`src/rtl/right_shift_unit.sv`:
```
// Iterative right shifter: coarse STEP-bit moves while enough shift remains, then single-bit moves.
// Logical or arithmetic fill, start/busy/done handshake, all outputs registered.
module right_shift_unit #(
  parameter int unsigned WIDTH   = 16,
  parameter int unsigned SHAMT_W = 4,
  parameter int unsigned STEP    = 4
) (
  input  logic               clk,
  input  logic               rst_n,
  input  logic               start,
  input  logic [WIDTH-1:0]   in,
  input  logic [SHAMT_W-1:0] shamt,
  input  logic               arith,
  output logic               busy,
  output logic               done,
  output logic [WIDTH-1:0]   out
);

  typedef enum logic {StIdle, StShift} state_e;

  localparam logic [SHAMT_W-1:0] StepAmt = SHAMT_W'(STEP);
  localparam logic [SHAMT_W-1:0] OneAmt  = SHAMT_W'(1);

  state_e             r_state, w_state_d;
  logic [WIDTH-1:0]   r_data, w_data_d;
  logic [SHAMT_W-1:0] r_rem, w_rem_d;
  logic               r_mode, w_mode_d;
  logic               r_busy, w_busy_d;
  logic               r_done, w_done_d;
  logic [WIDTH-1:0]   r_out, w_out_d;

  logic               w_fill;
  logic [WIDTH-1:0]   w_coarse;
  logic [WIDTH-1:0]   w_fine;

  // Fill bit is the current MSB in arithmetic mode, so the sign never changes.
  assign w_fill   = r_mode & r_data[WIDTH-1];
  assign w_coarse = {{STEP{w_fill}}, r_data[WIDTH-1:STEP]};
  assign w_fine   = {w_fill, r_data[WIDTH-1:1]};

  always_comb begin
    w_state_d = r_state;
    w_data_d  = r_data;
    w_rem_d   = r_rem;
    w_mode_d  = r_mode;
    w_busy_d  = r_busy;
    w_done_d  = 1'b0;
    w_out_d   = r_out;
    unique case (r_state)
      StIdle: begin
        if (start) begin
          w_data_d  = in;
          w_rem_d   = shamt;
          w_mode_d  = arith;
          w_busy_d  = 1'b1;
          w_state_d = StShift;
        end
      end
      StShift: begin
        if (r_rem >= StepAmt) begin
          w_data_d = w_coarse;
          w_rem_d  = r_rem - StepAmt;
        end else if (r_rem != '0) begin
          w_data_d = w_fine;
          w_rem_d  = r_rem - OneAmt;
        end else begin
          w_out_d   = r_data;
          w_done_d  = 1'b1;
          w_busy_d  = 1'b0;
          w_state_d = StIdle;
        end
      end
      default: w_state_d = StIdle;
    endcase
  end

  always_ff @(posedge clk or negedge rst_n) begin
    if (!rst_n) begin
      r_state <= StIdle;
      r_data  <= '0;
      r_rem   <= '0;
      r_mode  <= 1'b0;
      r_busy  <= 1'b0;
      r_done  <= 1'b0;
      r_out   <= '0;
    end else begin
      r_state <= w_state_d;
      r_data  <= w_data_d;
      r_rem   <= w_rem_d;
      r_mode  <= w_mode_d;
      r_busy  <= w_busy_d;
      r_done  <= w_done_d;
      r_out   <= w_out_d;
    end
  end

  assign busy = r_busy;
  assign done = r_done;
  assign out  = r_out;

endmodule
```
`config.mk`:
```
export PLATFORM = sky130hd
export DESIGN_NAME = right_shift_unit
export DESIGN_NICKNAME = d
export VERILOG_FILES = /design/src/rtl/right_shift_unit.sv
export SDC_FILE = /design/constraint.sdc
export NUM_CORES = 1
export LEC_CHECK = 0
export CAP_MARGIN = 20
export CORE_MARGIN = 2
export CORE_UTILIZATION = 50
export DETAILED_ROUTE_END_ITERATION = 16
export PLACE_DENSITY_LB_ADDON = 0.1
export SKIP_CTS_REPAIR_TIMING = 1
export SYNTH_ARGS = -nofsm -noshare
export SYNTH_HDL_FRONTEND = slang
export SYNTH_SLANG_ARGS = --single-unit
export TNS_END_PERCENT = 20
```
`constraint.sdc`:
```
create_clock -name clk -period 2 [get_ports clk]
set_clock_uncertainty 0.05 [all_clocks]
set_input_delay 0.6 -clock clk [delete_from_list [all_inputs] [get_ports clk]]
set_output_delay 0.6 -clock clk [all_outputs]
set_load 0.01 [all_outputs]
```
==> reports/results.tsv, run 1 <==
stage	metric	value	unit
yosys	synthesized area	1927	um2
sta	Peak Freq	0.5435	GHz
final_layout	Antenna Cells	0	
sta	Final Hold Fails	0	
final_layout	Clock Network Area Fraction	5.065	%
final_layout	layout cell share with drive strength beyond 1	11.95	%
final_layout	Buffers excl. clock	48	
floorplan	core region area	3689	um2
worst_setup_path	crit-path cells	clkdlybuf4s50_1	
place	Final HPWL DP	2852	um
sta	Hold Slack	216.5	ps
sta	setup ws final	160.2	ps
global_route	Top Usage Layer GRT	met2	
floorplan	die span in x	66.08	um
sta	Max-slew headroom	66.12	%
yosys	Yosys Chip Area	1927	um2
worst_setup_path	CP Data Required Time	1350	ps
clock_tree	H-tree lvl count	2	
final_layout	area grow syn2layout	29.48	%
final_layout	design area	2495	um2
floorplan	Ports	42	
place	Placed Area	2369	um2
clock_tree	# clock sinks	40	
yosys	Async SR Flop Fraction	100.0	%
place	GP Congestion	0.7915	
run_status	status	finished clean	
global_route	gr ovfl total	0	
sta	period utilization	91.99	%
final_layout	non-clk buf share	18.86	%
clock_tree	Clock Pin Slew Worst Setup and Hold Paths	70	ps
sta	final setup TNS	0	ps
global_route	met3 usage	4.429	%
worst_setup_path	worst-path maximum fanout	2	
yosys	main flop type	dfrtp_1	
job	OpenROAD warning count	26	
worst_setup_path	Crit path max-delay family	buffers and inverters	
final_layout	Logic Gate Count	122	
final_layout	fill cell count	289	
## run 1: placed cells by master, fill, tap and decap left out, types with 2 or more instances in the layout
master	n
a21oi_1	4
o21ai_1	3
o211ai_1	2
o21ai_0	27
dfrtp_1	40
nand2b_1	4
buf_4	6
mux2i_1	13
ha_1	2
clkbuf_8	7
inv_1	7
nand2_1	31
nand3b_1	4
nor2_1	3
clkdlybuf4s50_1	40
nand3_1	2
mux2_2	8
a31oi_1	2
mux2_1	9
## run 1: cell usage after synthesis, types with 3 or more instances
library cell,count,area [um2]
dfrtp_1,40,1001
nand2_1,31,116.4
mux2_1,9,101.4
inv_1,7,26.28
buf_6,3,33.78
a21oi_1,4,20.02
o21ai_1,3,15.01
nand2b_1,4,25.02
nand3b_1,4,30.03
buf_4,5,37.54
nor2_1,3,11.26
mux2i_1,13,130.1
mux2_2,8,90.09
o21ai_0,27,135.1
## run 1: cells by family after synthesis
family          Yosys count  synth area share, %
xor+xnor                  1               0.4546
fa+ha+maj                 2                1.298
mux                      30                16.69
flops                    40                51.95
buf+inv                  20                6.169
simple gates             47                11.49
compound gates           42                11.95
## run 1: power breakdown
part	total (mW)	internal, mW	switching, mW	leakage, nW
logic	1.72	0.891	0.828	0.560
clock network	0.712	0.440	0.272	0.0645
registers	1.41	1.16	0.253	0.510
## run 1: routing by layer
metal / share of wire (%) / vias to the layer above
met5: 0 / -
met4: 2.3 / 0
met3: 4.8 / 7
met2: 52 / 35
met1: 40 / 693
li1: - / 715
## run 1: path summary, 6_finish.rpt
path | startpoint | end | slack [ps]
worst max-delay path | out[0] | out[0] | 160
max in group asynchronous | rst_n | r_data[12] | 1050
worst min register to register | busy | busy | 450
worst max register to register | r_rem[0] | out[0] | 290
min in group clk | busy | busy | 450
worst min-delay path | rst_n | out[3] | 220
**Run 1: wiring heat map**

Drawn at 6 px/um. The die is cut into 13 by 13 equal tiles; dark blue is low, red is high, scaled to the fullest tile. Values are wire area over tile area, all layers added.
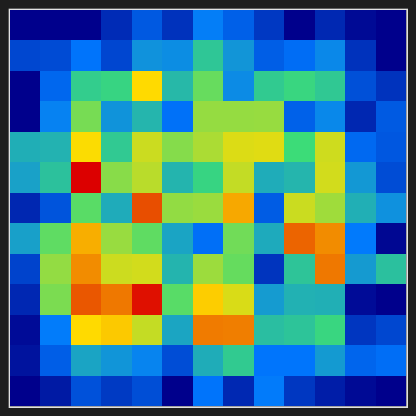
fullest tile: 0.38
emptiest ninth of the die: upper right
mean over tiles: 0.14
nearly empty tiles: 7.7%
tiles over half the peak: 30%

**Run 1: ports around the boundary**

Drawn at 8 px/um. Pins as bars across the die edge, other pins in grey.
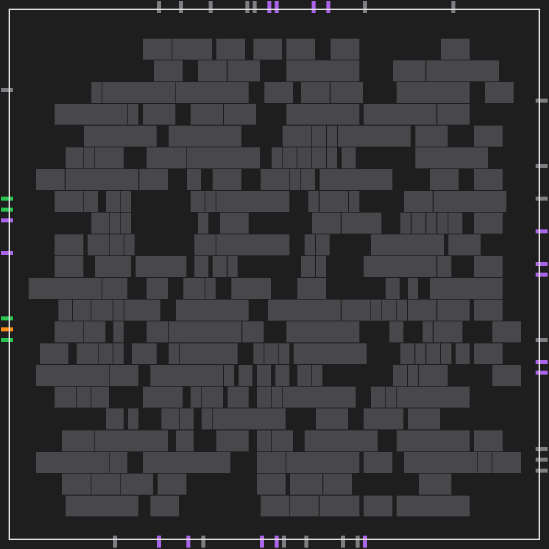
legend:
  shamt:
    colour: green
    pins: 4
    direction: input
    edge: left
  start:
    colour: orange
    pins: 1
    direction: input
    edge: left
  in:
    colour: purple
    pins: 16
    direction: input
    edge: 5 bottom, 5 right, 4 top, 2 left

**Run 1: met2 routing**

Drawn at 8 px/um.
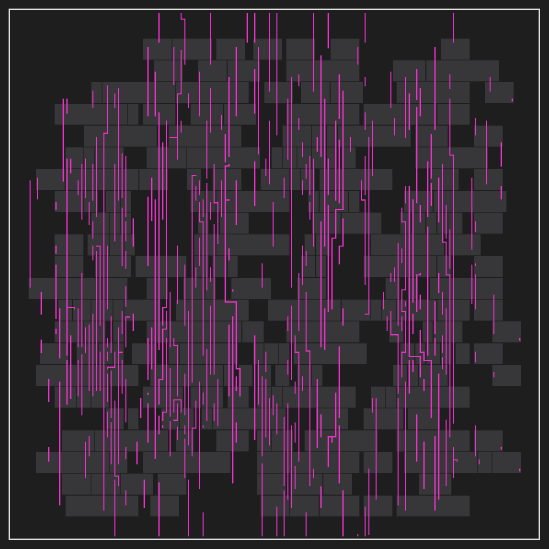
share of all routed wire: 52%
main direction: vertical
wire length on this layer: 2040 um
nets with wire on the layer: 210

**Run 1: metal 3**

Drawn at 8 px/um.
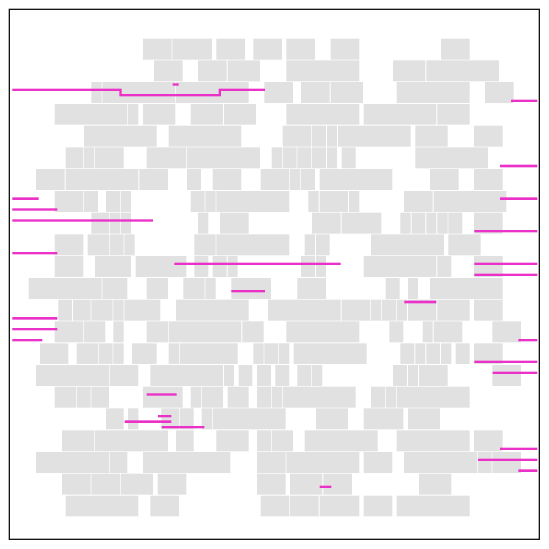
nets with wire on the layer: 25
wire length on this layer: 185 um
main direction: horizontal

**Run 1: routing congestion**

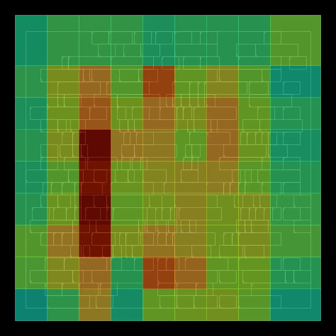

--- run 2 (diff from run 1) ---
--- a/config.mk
+++ b/config.mk
@@ -5,7 +5,9 @@
 export SDC_FILE = /design/constraint.sdc
 export NUM_CORES = 1
 export LEC_CHECK = 0
+export ABC_AREA = 1
 export CAP_MARGIN = 20
+export CORE_ASPECT_RATIO = 0.7
 export CORE_MARGIN = 2
 export CORE_UTILIZATION = 50
 export DETAILED_ROUTE_END_ITERATION = 16
**Run 2: routing congestion**

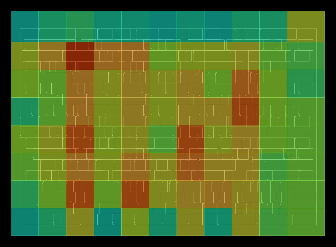
post-layout util: 69.39%
GR met1 Demand/Resource: 31.14%
DR WL/cell: 13.38 um
GRT Total Usage: 20.95%
Top Usage Layer GRT: met2

==> reports/results.tsv, run 2 <==
stage	metric	value	unit	change
run_status	status	finished clean		
final_layout	most numerous logic cells after layout	40 x dfrtp_1, 40 x clkdlybuf4s50_1, 39 x nand2_1		
worst_setup_path	CP Data Required Time	1350	ps	about the same
sta	period utilization	91.89	%	-0.10 points
worst_setup_path	crit path from	out[9]		
power	Reg power frac	34.1	%	-2.6 points
sta	Peak Freq	0.5441	GHz	+0.11%
power	Comb power frac	53.2	%	+8.4 points
worst_setup_path	crit path to	out[9]		
power	Pint	2.489	mW	about the same
final_layout	Antenna Cells	0		unchanged
place	Final HPWL DP	3067	um	+7.5%
yosys	Area leader share	51.68	%	-0.27 points
final_layout	area grow syn2layout	29.91	%	
yosys	Async SR Flop Fraction	100.0	%	unchanged
yosys	top-count cell post-synth	dfrtp_1		
yosys	main flop type	dfrtp_1		
worst_setup_path	flop2flop setup slack	300	ps	about the same
worst_setup_path	crit-path cells	clkdlybuf4s50_1		
final_layout	layout cell share with drive strength beyond 1	15.73	%	+3.8 points
power	Net Switching	1.799	mW	+33%
worst_setup_path	worst-path maximum fanout	2		unchanged
clock_tree	Clock Pin Slew Worst Setup and Hold Paths	80	ps	about the same
worst_setup_path	worst r2r src	r_rem[2]		
power	Switching Fraction	41.95	%	+6.7 points
yosys	synthesized area	1937	um2	+0.52%
clock_tree	H-tree lvl count	2		unchanged
clock_tree	# clock sinks	40		unchanged
power	Clk network pwr share	12.7	%	-5.8 points
yosys	cell type with the largest total area	dfrtp_1		
job	OpenROAD warning count	26		unchanged
floorplan	Ports	42		unchanged
worst_setup_path	Crit path max-delay family	buffers and inverters		
floorplan	core region area	3626	um2	-1.7%
**Run 2: metal 3**

Drawn at 6 px/um.
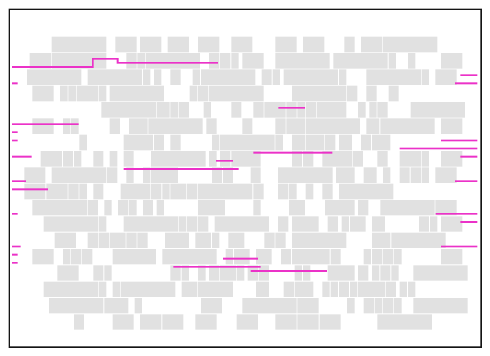
DRT Wirelength: 4240 um
DR vias: 1626

[run 2: netlist changes by cell type in the layout (fill, tap and decap cells not counted), sizes merged, moves of 4 or more]
cell | previous run | this run
a21oi | 4 | 39
mux2i | 13 | 0
nor2 | 3 | 15
nand2 | 31 | 39
o21ai | 31 | 40
nand3b | 4 | 0
nand2b | 4 | 0
mux2 | 17 | 1
inv | 8 | 21
[run 2: cell type report]
type	instances	area, um2
clock buffer	6	82.58
clock inverter	2	10.01
fill	306	1110
inverter	21	78.83
multi-input combinational	147	788.3
sequential	40	1001
tap	50	62.56
timing repair buffer	51	493.0
[run 2: through the flow]
step                utilization, %  instance area (um2)  cells  setup slack, ps
global route                 69.39                 2516    317            118.2
CTS                          69.39                 2516    317            156.2
detailed placement           66.84                 2424    309            118.2
global placement             66.84                 2424    309            151.2
finish                       69.39                 2516    317            162.2
floorplan                        -                 1937    220            585.6
[run 2: power by group through the flow]
stage / logic (mW) / registers, mW / clock network (mW)
3_3_place_gp: 2.23 / 1.47 / 0
3_5_place_dp: 2.28 / 1.47 / 0
2_1_floorplan: 1.54 / 1.48 / 0
5_1_grt: 2.58 / 1.51 / 0.592
4_1_cts: 2.30 / 1.46 / 0.554
6_report: 2.28 / 1.46 / 0.544
[run 2: logic make-up (layout without fill, tap and decap cells)]
kind of cell	count (synthesis)	count (layout)	synth area share [%]
compound gates	83	83	24.68
simple gates	61	61	14.15
flops	40	40	51.68
buf+inv	33	80	7.623
fa+ha+maj	2	2	1.292
mux	1	1	0.5814
[run 2: layer usage]
metal	vias up	share of wire [%]	GRT usage, %
li1	825	-	-
met1	765	51	31.14
met2	34	44	31.77
met3	2	4.2	5.195
met4	0	0.38	3.008
met5	-	0	0
**Run 2: met2 routing**

Drawn at 6 px/um.
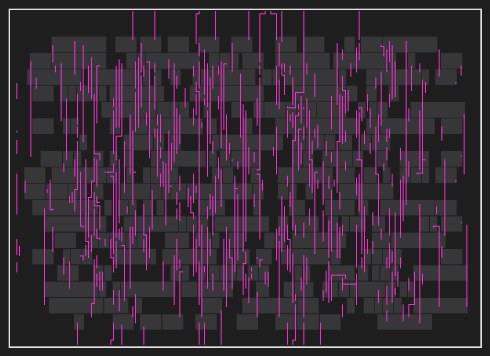

--- run 3 (diff from run 2) ---
--- a/config.mk
+++ b/config.mk
@@ -8,10 +8,10 @@
 export ABC_AREA = 1
 export CAP_MARGIN = 20
 export CORE_ASPECT_RATIO = 0.7
-export CORE_MARGIN = 2
-export CORE_UTILIZATION = 50
+export CORE_UTILIZATION = 54
 export DETAILED_ROUTE_END_ITERATION = 16
 export PLACE_DENSITY_LB_ADDON = 0.1
+export SETUP_SLACK_MARGIN = 0.15
 export SKIP_CTS_REPAIR_TIMING = 1
 export SYNTH_ARGS = -nofsm -noshare
 export SYNTH_HDL_FRONTEND = slang
==> constraint.sdc (replaced) <==
create_clock -name clk -period 2.3 [get_ports clk]
set_clock_uncertainty 0.05 [all_clocks]
set_input_delay 0.69 -clock clk [delete_from_list [all_inputs] [get_ports clk]]
set_output_delay 0.69 -clock clk [all_outputs]
set_load 0.01 [all_outputs]
**Run 3: met2 routing**

Drawn at 6 px/um.
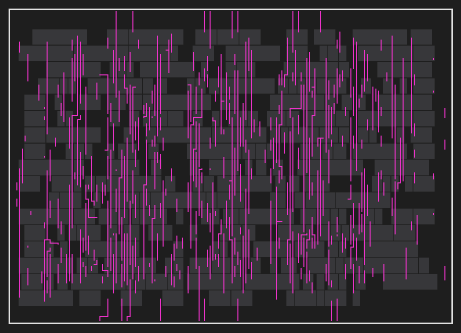
wire length on this layer: 1860 um
nets with wire on the layer: 236

**Run 3: wiring heat map**

Drawn at 4 px/um. The die is cut into 15 by 10 equal tiles; dark blue is low, red is high, scaled to the fullest tile. Values are wire area over tile area, all layers added.
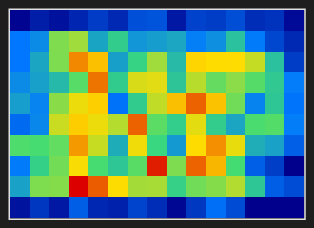
mean over tiles: 0.18
nearly empty tiles: 4.0%
tiles over half the peak: 42%
fullest tile: 0.41
densest ninth of the die: centre

==> reports/results.tsv, run 3 <==
stage	metric	value	unit	change
global_route	gr ovfl total	0		
yosys	top-count cell post-synth	dfrtp_1		
place	Final HPWL DP	2932	um	-4.4%
sta	Peak Freq	0.5207	GHz	
clock_tree	CTS tree	built		
worst_setup_path	worst r2r src	r_state		
final_layout	post-layout util	76.13	%	+6.7 points
yosys	aoi share	24.68	%	unchanged
clock_tree	H-tree lvl count	2		unchanged
clock_tree	Clock Pin Slew Worst Setup and Hold Paths	70	ps	about the same
sta	period utilization	83.50	%	
final_layout	area grow syn2layout	28.75	%	
drt	DR WL/cell	13.78	um	+3.1%
place	Placed Area	2397	um2	-1.1%
yosys	Area leader share	51.68	%	unchanged
worst_setup_path	worst-path maximum fanout	2		unchanged
yosys	Synth Area in Adders	1.292	%	unchanged
yosys	Async SR Flop Fraction	100.0	%	unchanged
final_layout	fill cell count	263		-14%
floorplan	Ports	42		unchanged
final_layout	layout cell share with drive strength beyond 1	14.45	%	-1.3 points
drt	DR vias	1640		+0.86%
yosys	cell type with the largest total area	dfrtp_1		
yosys	main flop type	dfrtp_1		
worst_setup_path	crit path from	out[5]		
yosys	simple share	14.15	%	unchanged
final_layout	Reg area	1001	um2	unchanged
yosys	xor+xnor area frac	0	%	unchanged
worst_setup_path	CP Data Required Time	1560	ps	+210 ps
final_layout	design area	2494	um2	-0.90%
worst_setup_path	crit-path cells	clkdlybuf4s50_1		
run_status	status	finished clean		
worst_setup_path	Crit path max-delay family	buffers and inverters		
worst_setup_path	Arr. time, crit path	1180	ps	
drt	vias per cell	5.290		
place	placed insts	303		-1.9%
yosys	Main logic family	AND-OR/OR-AND gates		
drt	DRT Wirelength	4273	um	+0.78%
global_route	GRT Total Usage	25.49	%	+4.5 points
yosys	Mux area share	0.5814	%	unchanged
run 3: cell counts after synthesis:
No cell type changed its count.
run 3: layout make-up:
cell class	instances	share of cell area (%)
Inverter	21	3.161
Sequential cell	40	40.14
Tap cell	47	2.358
Timing Repair Buffer	48	18.87
Multi-Input combinational cell	147	31.61
Clock buffer	7	3.864
run 3: per-stage QoR:
step / setup slack [ps] / total power [mW] / hold WS [ps]
after global routing: 303.8 / 4.034 / 343.8
after detailed placement: 257.9 / 3.215 / 422.1
final: 379.5 / 3.716 / 313.5
after CTS: 366.8 / 3.726 / 324.2
after global placement: 298.8 / 3.171 / 412.1
after floorplan: 864.4 / 2.622 / 344.4
run 3: path summary, 6_finish.rpt:
check                            to  slack, ps
setup / recovery             out[5]        380
hold / removal             r_rem[1]        310
setup reg to reg           r_rem[3]        460
hold reg to reg              out[2]        440
max in group asynchronous    out[0]       1400
min in group clk             out[2]        440
run 3: cells by family after synthesis:
kind of cell / after synthesis
compound gates: 83
buf+inv: 33
mux: 1
fa+ha+maj: 2
simple gates: 61
flops: 40
run 3: routing by layer:
metal / GRT usage, % / up-vias / wire length, um
met4: 6.731 / 0 / 34
met1: 36.57 / 776 / 2161
li1: - / 814 / -
met2: 39.45 / 46 / 1861
met3: 5.233 / 4 / 216
met5: 0 / - / 0
run 3: report_power, final:
group	internal, mW	leakage [nW]	switching, mW
sequential	1.04	0.497	0.256
combinational	0.852	0.561	1.07
clock	0.267	0.0503	0.229
No activity file was given, so power comes from the tool's default toggle rates.
